File: src/rtl/bus_pkg.sv
// Shared widths and state encoding for the bus-master sequencer.
package bus_pkg;
  localparam int ADDR_BUS_WIDTH = 8;
  localparam int MEM_WIDTH      = 32;

  typedef enum logic [2:0] {
    S_IDLE = 3'd0,
    S_ADDR = 3'd1,
    S_WAIT = 3'd2,
    S_DATA = 3'd3,
    S_CAPT = 3'd4,
    S_DONE = 3'd5
  } state_e;
endpackage

File: src/rtl/bus_master_seq_if.sv
// Requester handshake plus address-line/data-line strobes of the bus-master sequencer.
interface bus_master_seq_if
  import bus_pkg::*;
#(
  parameter int ADDR_W = ADDR_BUS_WIDTH,
  parameter int DATA_W = MEM_WIDTH
);
  logic              req;
  logic              we;
  logic [ADDR_W-1:0] addr;
  logic [DATA_W-1:0] wdata;
  logic              ready;
  logic [DATA_W-1:0] rdata;
  logic              busy;
  logic              ale;
  logic [ADDR_W-1:0] addr_out;
  logic              write_en;
  logic              read_en;
  logic [DATA_W-1:0] write_out;
  logic [DATA_W-1:0] read_in;

  modport master (
    input  req, we, addr, wdata, read_in,
    output ready, rdata, busy, ale, addr_out, write_en, read_en, write_out
  );

  modport slave (
    output req, we, addr, wdata, read_in,
    input  ready, rdata, busy, ale, addr_out, write_en, read_en, write_out
  );
endinterface

File: src/rtl/bus_wait_cnt.sv
// 4-bit wait-state down-counter: load, decrement to zero and hold, zero flag.
module bus_wait_cnt (
  input  logic       clk,
  input  logic       rst,
  input  logic       load_i,
  input  logic [3:0] load_val_i,
  input  logic       dec_i,
  output logic       zero_o
);
  logic [3:0] cnt_q, cnt_d;

  always_comb begin
    cnt_d = cnt_q;
    if (load_i) begin
      cnt_d = load_val_i;
    end else if (dec_i && (cnt_q != 4'd0)) begin
      cnt_d = cnt_q - 4'd1;
    end
  end

  always_ff @(posedge clk or negedge rst) begin
    if (!rst) begin
      cnt_q <= 4'd0;
    end else begin
      cnt_q <= cnt_d;
    end
  end

  assign zero_o = (cnt_q == 4'd0);
endmodule

File: src/rtl/bus_master_seq.sv
// Bus-master sequencer: single-word request -> ale -> write_en/read_en -> capture -> ready pulse.
// Optional wait states between address and data phase with BUS_WAIT_STATES_EN.
module bus_master_seq
  import bus_pkg::*;
#(
  parameter int ADDR_W      = ADDR_BUS_WIDTH,
  parameter int DATA_W      = MEM_WIDTH,
  parameter int WAIT_CYCLES = 0
) (
  input logic               clk,
  input logic               rst,
  bus_master_seq_if.master  bus
);
  state_e            state_q, state_d;
  logic              we_q;
  logic [DATA_W-1:0] wdata_q;
  logic              ale_q, write_en_q, read_en_q, ready_q, busy_q;
  logic [ADDR_W-1:0] addr_out_q;
  logic [DATA_W-1:0] write_out_q, rdata_q;
  logic              accept;

  if ((WAIT_CYCLES < 0) || (WAIT_CYCLES > 15)) begin : g_bad_wait_cycles
    $error("WAIT_CYCLES must be in 0..15");
  end

`ifdef BUS_WAIT_STATES_EN
  localparam logic [3:0] WAIT_LOAD = 4'(WAIT_CYCLES - 1);
  logic cnt_load, cnt_zero;

  bus_wait_cnt u_wait_cnt (
    .clk        (clk),
    .rst        (rst),
    .load_i     (cnt_load),
    .load_val_i (WAIT_LOAD),
    .dec_i      (state_q == S_WAIT),
    .zero_o     (cnt_zero)
  );
`endif

  assign accept = (state_q == S_IDLE) && bus.req;

  always_comb begin
    state_d = state_q;
`ifdef BUS_WAIT_STATES_EN
    cnt_load = 1'b0;
`endif
    case (state_q)
      S_IDLE: if (bus.req) state_d = S_ADDR;
      S_ADDR: begin
        state_d = S_DATA;
`ifdef BUS_WAIT_STATES_EN
        if (WAIT_CYCLES > 0) begin
          state_d  = S_WAIT;
          cnt_load = 1'b1;
        end
`endif
      end
`ifdef BUS_WAIT_STATES_EN
      S_WAIT: if (cnt_zero) state_d = S_DATA;
`endif
      S_DATA:  state_d = we_q ? S_DONE : S_CAPT;
      S_CAPT:  state_d = S_DONE;
      S_DONE:  state_d = S_IDLE;
      default: state_d = S_IDLE;
    endcase
  end

  // Outputs are decoded from the next state so they are registered yet aligned with the state.
  always_ff @(posedge clk or negedge rst) begin
    if (!rst) begin
      state_q     <= S_IDLE;
      we_q        <= 1'b0;
      wdata_q     <= '0;
      ale_q       <= 1'b0;
      write_en_q  <= 1'b0;
      read_en_q   <= 1'b0;
      ready_q     <= 1'b0;
      busy_q      <= 1'b0;
      addr_out_q  <= '0;
      write_out_q <= '0;
      rdata_q     <= '0;
    end else begin
      state_q    <= state_d;
      ale_q      <= (state_d == S_ADDR);
      write_en_q <= (state_d == S_DATA) && we_q;
      read_en_q  <= (state_d == S_DATA) && !we_q;
      ready_q    <= (state_d == S_DONE);
      busy_q     <= (state_d != S_IDLE);
      if (accept) begin
        we_q       <= bus.we;
        wdata_q    <= bus.wdata;
        addr_out_q <= bus.addr;
      end
      if ((state_d == S_DATA) && we_q) begin
        write_out_q <= wdata_q;
      end
      if (state_q == S_CAPT) begin
        rdata_q <= bus.read_in;
      end
    end
  end

  assign bus.ale       = ale_q;
  assign bus.write_en  = write_en_q;
  assign bus.read_en   = read_en_q;
  assign bus.ready     = ready_q;
  assign bus.busy      = busy_q;
  assign bus.addr_out  = addr_out_q;
  assign bus.write_out = write_out_q;
  assign bus.rdata     = rdata_q;
endmodule

File: src/flat_wrapper.sv
// flat-port wrapper written by rule: the top's interface ports become plain ports
module bus_master_seq_flat import bus_pkg::*;
#(
  parameter int ADDR_W      = ADDR_BUS_WIDTH,
  parameter int DATA_W      = MEM_WIDTH,
  parameter int WAIT_CYCLES = 0
)
  (clk, rst, bus_req, bus_we, bus_addr, bus_wdata, bus_read_in, bus_ready, bus_rdata, bus_busy, bus_ale, bus_addr_out, bus_write_en, bus_read_en, bus_write_out);
  bus_master_seq_if #(.ADDR_W(ADDR_W), .DATA_W(DATA_W)) bus_i ();
  input logic clk;
  input logic rst;
  input wire logic [$bits(bus_i.req)-1:0] bus_req;
  input wire logic [$bits(bus_i.we)-1:0] bus_we;
  input wire logic [$bits(bus_i.addr)-1:0] bus_addr;
  input wire logic [$bits(bus_i.wdata)-1:0] bus_wdata;
  input wire logic [$bits(bus_i.read_in)-1:0] bus_read_in;
  output wire logic [$bits(bus_i.ready)-1:0] bus_ready;
  output wire logic [$bits(bus_i.rdata)-1:0] bus_rdata;
  output wire logic [$bits(bus_i.busy)-1:0] bus_busy;
  output wire logic [$bits(bus_i.ale)-1:0] bus_ale;
  output wire logic [$bits(bus_i.addr_out)-1:0] bus_addr_out;
  output wire logic [$bits(bus_i.write_en)-1:0] bus_write_en;
  output wire logic [$bits(bus_i.read_en)-1:0] bus_read_en;
  output wire logic [$bits(bus_i.write_out)-1:0] bus_write_out;
  assign bus_i.req = bus_req;
  assign bus_i.we = bus_we;
  assign bus_i.addr = bus_addr;
  assign bus_i.wdata = bus_wdata;
  assign bus_i.read_in = bus_read_in;
  assign bus_ready = bus_i.ready;
  assign bus_rdata = bus_i.rdata;
  assign bus_busy = bus_i.busy;
  assign bus_ale = bus_i.ale;
  assign bus_addr_out = bus_i.addr_out;
  assign bus_write_en = bus_i.write_en;
  assign bus_read_en = bus_i.read_en;
  assign bus_write_out = bus_i.write_out;
  bus_master_seq #(.ADDR_W(ADDR_W), .DATA_W(DATA_W), .WAIT_CYCLES(WAIT_CYCLES)) u_core (.clk(clk), .rst(rst), .bus(bus_i));
endmodule
File: config.mk
export PLATFORM = sky130hd
export DESIGN_NAME = bus_master_seq_flat
export DESIGN_NICKNAME = d
export VERILOG_FILES = /design/src/rtl/bus_pkg.sv /design/src/rtl/bus_master_seq_if.sv /design/src/rtl/bus_wait_cnt.sv /design/src/rtl/bus_master_seq.sv /design/src/flat_wrapper.sv
export SDC_FILE = /design/constraint.sdc
export NUM_CORES = 1
export LEC_CHECK = 0
export ABC_CLOCK_PERIOD_IN_PS = 2080
export CORE_MARGIN = 4
export CORE_UTILIZATION = 62
export CTS_CLUSTER_SIZE = 12
export DETAILED_ROUTE_END_ITERATION = 8
export DONT_BUFFER_PORTS = 1
export PLACE_DENSITY = 0.78
export SETUP_SLACK_MARGIN = 0.05
export SLEW_MARGIN = 25
export SYNTH_ARGS = -nofsm -noshare
export SYNTH_HDL_FRONTEND = slang
export SYNTH_SLANG_ARGS = --single-unit
export TNS_END_PERCENT = 10
File: constraint.sdc
create_clock -name clk -period 2.08 [get_ports clk]
set_clock_uncertainty 0.1 [all_clocks]
set_input_delay 0.312 -clock clk [delete_from_list [all_inputs] [get_ports clk]]
set_output_delay 0.312 -clock clk [all_outputs]
set_load 0.05 [all_outputs]
==> impl_metrics.py, run 1 <==
# Auto-generated metrics
metrics = {
    "clock_network": {
        "numCtsBuffers": 17,
        "clock_path_buffers": 2,
        "cts_setup_buffers": 0,
        "clkTransAtPathRegs_ns": 0.05,
        "cts_root_buf": "clkbuf_8",
        "cts_num_sinks": 113,
        "ctsHoldBuffers": 74,
        "cts_tree": "done",
        "htree_levels": 4,
    },
    "final_timing": {
        "max_slew_margin_pct": 65.9,
        "rsz0062_at_grt": "no",
        "hold_ws_ns": -0.594,
        "report.final.slew_viol_count": 0,
        "fin_tns_setup_ns": 0,
        "hold_viol": 113,
        "setup_violations": 0,
        "finalCritPeriodShare_pct": 84.4,
        "tightest_slew_ns": 0.511,
        "min_period_ns": 1.76,
    },
    "critical_path": {
        "required_ns": 2.35,
        "crit_type": "flip-flop to flip-flop",
        "critPathCaptureType": "flip-flop",
        "crit_end": "u_core.wdata_q[15]",
        "timing.rr.end": "u_core.wdata_q[15]",
        "start_kind": "flip-flop",
        "r2r_cells": 3,
        "r2r_slack_ns": 0.32,
        "crit_path_start": "u_core.state_q[0]",
        "path_max_fanout": 25,
        "crit-reg2reg-launch": "u_core.state_q[0]",
        "arrival_ns": 2.02,
    },
    "synthesis": {
        "top_area_cell": "dfrtp_1",
        "syn_inst": 245,
        "fp_nets": 321,
        "synth_warnings": 0,
        "ys_cells": 245,
        "postSynthSeqShare_pct": 66.7,
        "ys_ff": 113,
        "ys_area_mm2": 0.00424,
    },
    "routing": {
        "drc": 0,
        "wl_met3_um": 826,
        "top_layer": "met4",
        "drtIter0Drc": 87,
        "antenna_left": 0,
    },
    "global_route": {
        "grt_first_pass_wirelength_um": 14100,
        "antenna_found_initial": 0,
        "grt_max_degree": 114,
        "grt_util_met1_pct": 24.3,
        "overflow": 0,
        "grt_pass1_vias": 2725,
    },
    "die": {
        "io-pin-count": 153,
        "die-width_um": 90.7,
        "core_area_mm2": 0.00649,
        "core_util_floorplan_pct": 65.3,
        "die_area_mm2": 0.00822,
    },
    "cells_and_area": {
        "layout-drive-gt1-share_pct": 29.0,
        "fin_nets": 404,
        "final_common_cell": "dfrtp_1",
        "mi_logic_area_mm2": 0.00131,
        "fin_cells": 419,
        "nFillCells": 285,
        "final-seq-area_mm2": 0.00283,
        "layout_top_cells": "dfrtp_1, dlygate4sd3_1, mux2_2",
    },
    "outcome": {
        "violations": "hold timing",
        "status": "complete, but fails checks",
    },
    "placement": {
        "post-dp-hpwl_um": 4810,
        "place_congestion": 0.714,
        "placedCellCount": 312,
        "pre_cts_slack_ns": 0.321,
    },
    "flow_run": {
        "warnings": 31,
    },
}
==> run 1: registers in the layout, summed over array words and instances, names as in the netlist <==
register / flops
u_core.bus.addr_out: 8
u_core.bus.ale: 1
u_core.bus.busy: 1
u_core.bus.rdata: 32
u_core.bus.read_en: 1
u_core.bus.ready: 1
u_core.bus.write_en: 1
u_core.bus.write_out: 32
u_core.state_q: 3
u_core.wdata_q: 32
u_core.we_q: 1
==> run 1: cells by family (layout without fill, tap and decap cells) <==
logic type	count (synthesis)	after routing	synth area share, %
compound gates	4	4	0.768
buf+inv	14	110	2.42
flops	113	113	66.7
mux	106	106	28.1
other cells	0	1	0
simple gates	8	8	1.98
==> run 1: cell type report <==
| class | instances | share of cell area (%) |
|---|---|---|
| Antenna cell | 1 | 0.0446 |
| Tap cell | 77 | 1.72 |
| Multi-Input combinational cell | 118 | 23.3 |
| Clock buffer | 21 | 7.83 |
| Timing Repair Buffer | 78 | 14.2 |
| Sequential cell | 113 | 50.4 |
| Clock inverter | 11 | 2.45 |
==> run 1: stage by stage <==
stage               instance area, µm²  hold slack [ns]  utilization, %
floorplan                         4240          -0.0836               -
global placement                  4290          -0.0813            66.0
detailed placement                4290          -0.0812            66.0
CTS                               5610           -0.613            86.3
global route                      5610           -0.623            86.3
finish                            5610           -0.594            86.3
==> run 1: synthesized netlist by cell type <==
cell	n
a21o_1	1
a221oi_1	1
a31o_2	1
and4bb_1	1
buf_2	7
buf_4	3
buf_6	4
dfrtp_1	113
mux2_1	42
mux2_2	63
mux2i_1	1
nand2_1	1
nor2b_1	2
nor3_1	1
nor3b_1	1
nor3b_4	1
nor4b_4	1
o21bai_1	1
==> run 1: critical path, cell delays in order, from the launching register on <==
cell and delay (ns):
dfrtp_1 0.51, nor4b_4 0.28, buf_4 0.36, mux2_1 0.37
Figure 1. Congestion heat map (run 1).
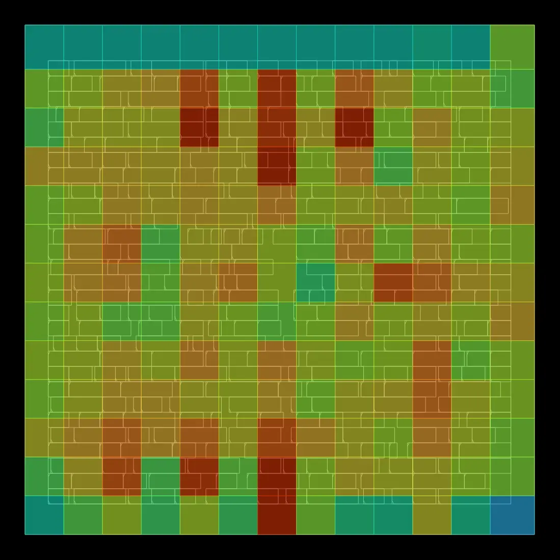
gr busiest metal: met2
global-route usage over all layers: 22.5%
Routed wire per std cell: 20.9 µm

Figure 2. Metal 3 (run 1).
Drawn at 3 px/µm.
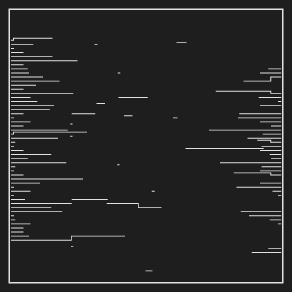
wire length on this layer: 827 µm
nets with wire on the layer: 87
share of all routed wire: 9.5%
final WL: 8750 µm
met3 global-route usage: 10.7%
routed vias: 2,333

Figure 3. Metal 2 (run 1).
Drawn at 3 px/µm.
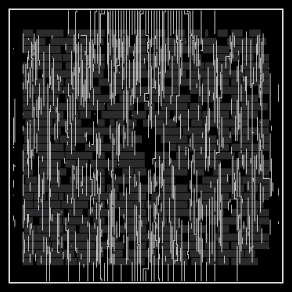
wire length on this layer: 4,580 µm
nets with wire on the layer: 377
share of all routed wire: 52%
longest straight run: 59.5 µm
met2 Track Usage GR: 37.4%

Figure 4. Cells by drive strength (run 1).
Drawn at 4 px/µm.
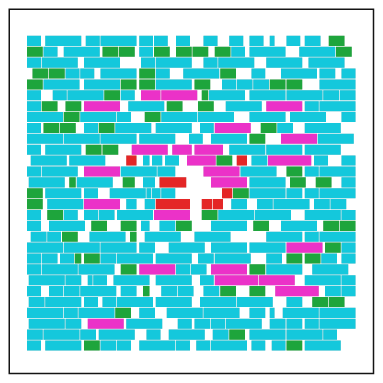
| color | size | cells | share | most used |
|---|---|---|---|---|
| red | _3 and _4 cells | 7 | 2.1% | clkinvlp_4 |
| cyan | _0 and _1 cells | 242 | 71% | dfrtp_1 |
| magenta | _6 and larger | 23 | 6.7% | clkbuf_16 |
| green | _2 cells | 69 | 20% | mux2_2 |
Synth-to-Final Area Change: 32.3%
Non-clock buffers: 78
final worst setup slack: 0.325 ns

Figure 5. Gate families picked out (run 1).
Drawn at 4 px/µm.
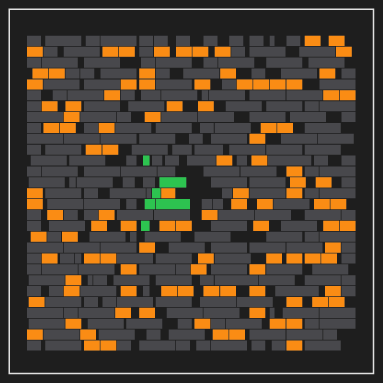

--- run 2 (diff from run 1) ---
--- a/config.mk
+++ b/config.mk
@@ -5,7 +5,7 @@
 export SDC_FILE = /design/constraint.sdc
 export NUM_CORES = 1
 export LEC_CHECK = 0
-export ABC_CLOCK_PERIOD_IN_PS = 2080
+export ABC_CLOCK_PERIOD_IN_PS = 1800
 export CORE_MARGIN = 4
 export CORE_UTILIZATION = 62
 export CTS_CLUSTER_SIZE = 12
==> constraint.sdc (replaced) <==
create_clock -name clk -period 1.8 [get_ports clk]
set_clock_uncertainty 0.1 [all_clocks]
set_input_delay 0.27 -clock clk [delete_from_list [all_inputs] [get_ports clk]]
set_output_delay 0.27 -clock clk [all_outputs]
set_load 0.05 [all_outputs]
Figure 6. Gate families picked out (run 2).
Drawn at 4 px/µm.
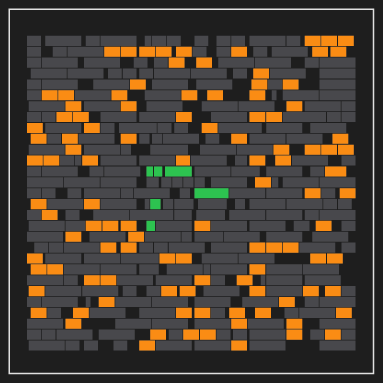
| color | family | cells | most used | where |
|---|---|---|---|---|
| green | NOR gates | 6 | nor2b_1 | center |
| orange | multiplexers | 106 | mux2_2 | all over the die |
Comb/total area: 22.9%
Top cell excl fill/tap: dfrtp_1
fin cells: 427

Figure 7. Metal 2 (run 2).
Drawn at 3 px/µm.
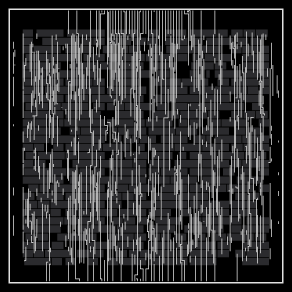
nets with wire on the layer: 394
longest straight run: 35.7 µm
main direction: vertical
met2 Track Usage GR: 41.0%
routed vias: 2,408
final WL: 9810 µm

==> run 2 against run 1 <==
Against the previous run: the run still ends with hold timing left; first-iteration DRC count shrank 22%; worst setup slack lost 0.27 ns; non-clock buffer count grew 9; critical endpoint is now u_core.wdata_q[18].
==> impl_metrics.py, run 2 <==
# Auto-generated metrics
metrics = {
    "global_route": {
        "grt_max_degree": 114,
        "grt_usage_pct": 24.3,
        "overflow": 0,
        "grt_pass1_vias": 2815,
        "grt_first_pass_wirelength_um": 15100,
    },
    "clock_network": {
        "cts_root_buf": "clkbuf_8",
        "cts_num_sinks": 113,
        "htree_levels": 4,
        "cts_tree": "done",
        "numCtsBuffers": 17,
        "clkTransAtPathRegs_ns": 0.06,
        "clock_path_buffers": 2,
        "ctsHoldBuffers": 74,
    },
    "cells_and_area": {
        "synthToLayoutAreaGrowth_pct": 35.3,
        "layout_top_cells": "dfrtp_1, dlygate4sd3_1, mux2_2",
        "nFillCells": 250,
        "design_area_mm2": 0.00574,
        "fin_util_pct": 88.3,
        "antenna_cells": 0,
    },
    "outcome": {
        "status": "complete, but fails checks",
        "violations": "hold timing",
    },
    "synthesis": {
        "synth_warnings": 0,
        "synth.most_common_cell": "dfrtp_1",
        "ys_async_sr_fraction_pct": 100,
        "ys_area_mm2": 0.00424,
        "fp_nets": 321,
        "top_area_cell": "dfrtp_1",
        "flop_cell": "dfrtp_1",
        "edf_count": 0,
        "ys_cells": 245,
        "common_cells": "dfrtp_1, mux2_2, mux2_1",
        "syn_inst": 245,
    },
    "final_timing": {
        "hold_ws_ns": -0.649,
        "finalCritPeriodShare_pct": 97.1,
        "max_slew_margin_pct": 65.5,
        "rsz0062_at_grt": "yes",
        "hold_viol": 113,
        "fin_tns_setup_ns": 0,
        "report.final.slew_viol_count": 0,
        "setup_slack_ns": 0.0514,
    },
    "placement": {
        "pre_cts_slack_ns": 0.0772,
        "post-dp-hpwl_um": 4990,
        "place_congestion": 0.709,
        "placed_cell_area_mm2": 0.00432,
        "placedCellCount": 316,
    },
    "critical_path": {
        "crit_path_start": "u_core.state_q[1]",
        "cp_cell_sequence": "nor4b_4 > buf_4 > buf_6 > mux2_1",
        "crit_type": "flip-flop to flip-flop",
        "start_kind": "flip-flop",
        "path_max_fanout": 10,
        "critPathSlowestCell": "dfrtp_2",
        "crit-reg2reg-launch": "u_core.state_q[1]",
        "cpPeakStageDelay_ns": 0.43,
        "critPathCaptureType": "flip-flop",
        "required_ns": 2.08,
        "arrival_ns": 2.03,
    },
    "routing": {
        "wl_per_cell_um": 23.0,
        "drc": 0,
        "drtIter0Drc": 68,
        "antenna_left": 0,
    },
    "die": {
        "die_area_mm2": 0.00822,
        "core_area_mm2": 0.00649,
        "die-width_um": 90.7,
        "io-pin-count": 153,
    },
    "flow_run": {
        "warnings": 31,
    },
}
[run 2: cell counts after synthesis]
No cell type changed its count.
[run 2: worst paths after layout]
kind	endpoint	slack (ns)	cells after the start
min reg2reg	u_core.wdata_q[0]	0.38	1
max in group asynchronous	u_core.state_q[0]	2.13	0
min	u_core.bus.write_out[13]	-0.65	0
max	u_core.wdata_q[18]	0.05	4
min in group clk	u_core.bus.ale	0.14	3
max reg2reg	u_core.wdata_q[18]	0.05	4
[run 2: worst max-delay path: cells and delay by family (launching register included)]
kind          cells  cell delay (ns)
buf+inv           2             0.37
flops             1             0.43
mux               1             0.34
simple gates      1             0.39
[run 2: logic make-up after synthesis]
group	count (synthesis)	synth area share, %
buffers and inverters	14	2.42
multiplexers	106	28.1
AND/OR/NAND/NOR	8	1.98
flip-flops	113	66.7
AND-OR/OR-AND	4	0.768
[run 2: area by class of cell]
cell class,instances,area (µm²),area share (%)
sequential,113,2830,49.4
timing repair buffer,87,910,15.9
multi-input combinational,118,1310,22.9
clock inverter,10,134,2.33
clock buffer,22,453,7.90
tap,77,96.3,1.68
[run 2: metal layers]
| metal | global-route usage, % | wire length [µm] | vias to the layer above |
|---|---|---|---|
| li1 | - | - | 1048 |
| met1 | 26.5 | 3650 | 1225 |
| met2 | 41.0 | 5090 | 116 |
| met3 | 11.0 | 864 | 19 |
| met4 | 10.3 | 198 | 0 |
| met5 | 0 | 0 | - |
[run 2: repair_timing]
action	in CTS	in global routing
endpoints found under the hold margin	188	113
endpoints found under the setup margin	0	66
gates resized	0	14
setup buffers	0	3
Figure 8. Cells by drive strength (run 2).
Drawn at 4 px/µm.
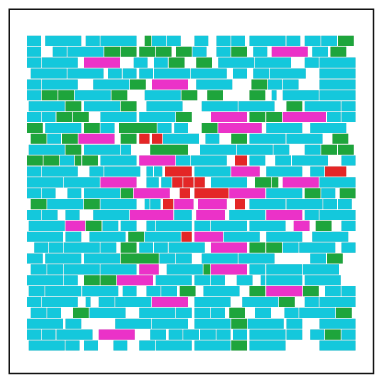

--- run 3 (diff from run 2) ---
--- a/config.mk
+++ b/config.mk
@@ -12,8 +12,7 @@
 export DETAILED_ROUTE_END_ITERATION = 8
 export DONT_BUFFER_PORTS = 1
 export PLACE_DENSITY = 0.78
-export SETUP_SLACK_MARGIN = 0.05
-export SLEW_MARGIN = 25
+export SETUP_SLACK_MARGIN = 0.15
 export SYNTH_ARGS = -nofsm -noshare
 export SYNTH_HDL_FRONTEND = slang
 export SYNTH_SLANG_ARGS = --single-unit
Figure 9. Cells by drive strength (run 3).
Drawn at 4 px/µm.
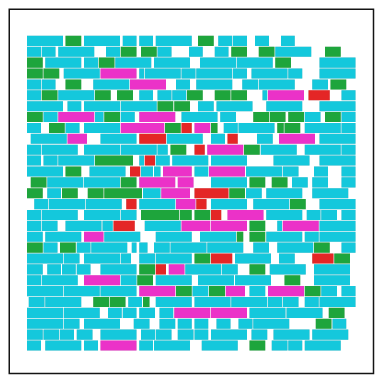
| color | size | cells | share | most used |
|---|---|---|---|---|
| cyan | _0 and _1 cells | 236 | 67% | dfrtp_1 |
| green | _2 cells | 71 | 20% | mux2_2 |
| red | _3 and _4 cells | 15 | 4.3% | buf_4 |
| magenta | _6 and larger | 29 | 8.3% | clkbuf_16 |
Synth-to-Final Area Change: 35.1%
Non-clock buffers: 90
final worst setup slack: 0.110 ns
final instance area: 0.00573 mm²

Figure 10. Congestion heat map (run 3).
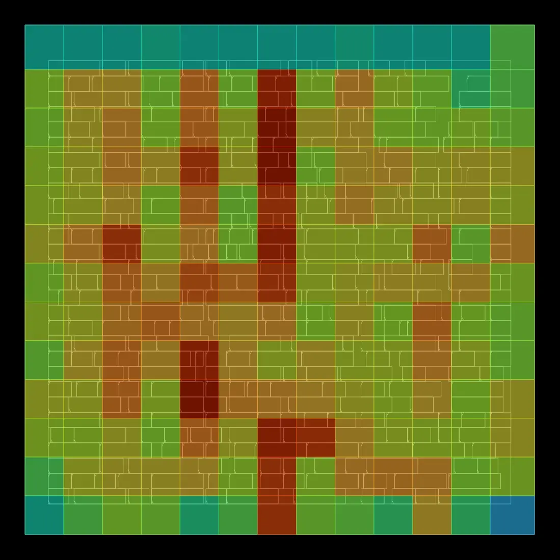
Routed wire per std cell: 23.6 µm
Final Core Density: 88.2%

==> run 3 against run 2 <==
Against the previous run: critical endpoint is now u_core.wdata_q[31]; area after synthesis stayed put; register-to-register slack improved by 0.06 ns; utilization shrank 0.15 points; the flow still finishes with violations (hold timing); highest routed layer unchanged; final area decreased by 0.17%; critical path depth unchanged; clock-buffer cell count increased by 2; maximum frequency grew 3.5%; largest cell class unchanged.
==> impl_metrics.py, run 3 <==
# Auto-generated metrics
metrics = {
    "outcome": {
        "status": "complete, but fails checks",
        "violations": "hold timing",
    },
    "cells_and_area": {
        "nClkBuffers": 24,
        "seq_share_pct": 49.4,
        "inverters": 0,
        "layout_top_cells": "dfrtp_1, dlygate4sd3_1, mux2_2",
        "fin_cells": 429,
        "buf_share_pct": 16.5,
        "nFillCells": 266,
        "mi_logic_area_mm2": 0.00132,
        "dominant_cells": "registers",
    },
    "final_timing": {
        "hold_viol": 113,
        "hold_ws_ns": -0.638,
        "rsz0062_at_grt": "yes",
        "fin_tns_setup_ns": 0,
    },
    "synthesis": {
        "syn_inst": 245,
        "synth.most_common_cell": "dfrtp_1",
        "fp_nets": 321,
        "common_cells": "dfrtp_1, mux2_2, mux2_1",
        "flop_cell": "dfrtp_1",
        "ys_cells": 245,
    },
    "placement": {
        "place_congestion": 0.714,
    },
    "routing": {
        "drt-total-wl_um": 10100,
        "wl_met1_um": 3680,
        "wl_met3_um": 873,
        "vias": 2452,
    },
    "critical_path": {
        "crit_type": "flip-flop to flip-flop",
        "arrival_ns": 1.97,
        "r2r_cells": 4,
        "critPathCaptureType": "flip-flop",
    },
    "die": {
        "die_area_mm2": 0.00822,
        "core_area_mm2": 0.00649,
    },
    "clock_network": {
        "cts_tree": "done",
    },
}
## run 3: cells by family after synthesis
logic type | count (synthesis) | synth area share [%]
AND-OR/OR-AND | 4 | 0.768
buffers and inverters | 14 | 2.42
flip-flops | 113 | 66.7
multiplexers | 106 | 28.1
AND/OR/NAND/NOR | 8 | 1.98
## run 3: worst max path at each step
stage                      start                      to  slack (ns)  cells after the start
5_1_grt        u_core.state_q[2]      u_core.wdata_q[22]        0.06                      4
3_3_place_gp   u_core.state_q[1]             u_core.we_q        0.12                      3
4_1_cts        u_core.state_q[0]      u_core.wdata_q[28]        0.13                      4
2_1_floorplan  u_core.state_q[1]  u_core.bus.addr_out[7]        0.12                      4
6_report       u_core.state_q[2]      u_core.wdata_q[31]        0.11                      4
3_5_place_dp   u_core.state_q[1]      u_core.wdata_q[28]        0.07                      3
## run 3: critical path, cell delays in order (launching register included)
cell	delay (ns)
dfrtp_2	0.44
nor4b_4	0.31
buf_4	0.20
clkbuf_16	0.17
mux2_2	0.34
## run 3: routing by layer
layer | global-route usage [%] | vias up
met3 | 11.1 | 22
li1 | - | 1055
met1 | 26.2 | 1266
met4 | 8.67 | 0
met5 | 0 | -
met2 | 40.6 | 109
## run 3: what timing repair did
item,in CTS,in global routing
hold endpoints to repair,188,114
setup endpoints to repair,59,50
pin swaps,1,1
cloned,1,3
setup buffers,5,2
hold buffers,73,1
resized,3,6
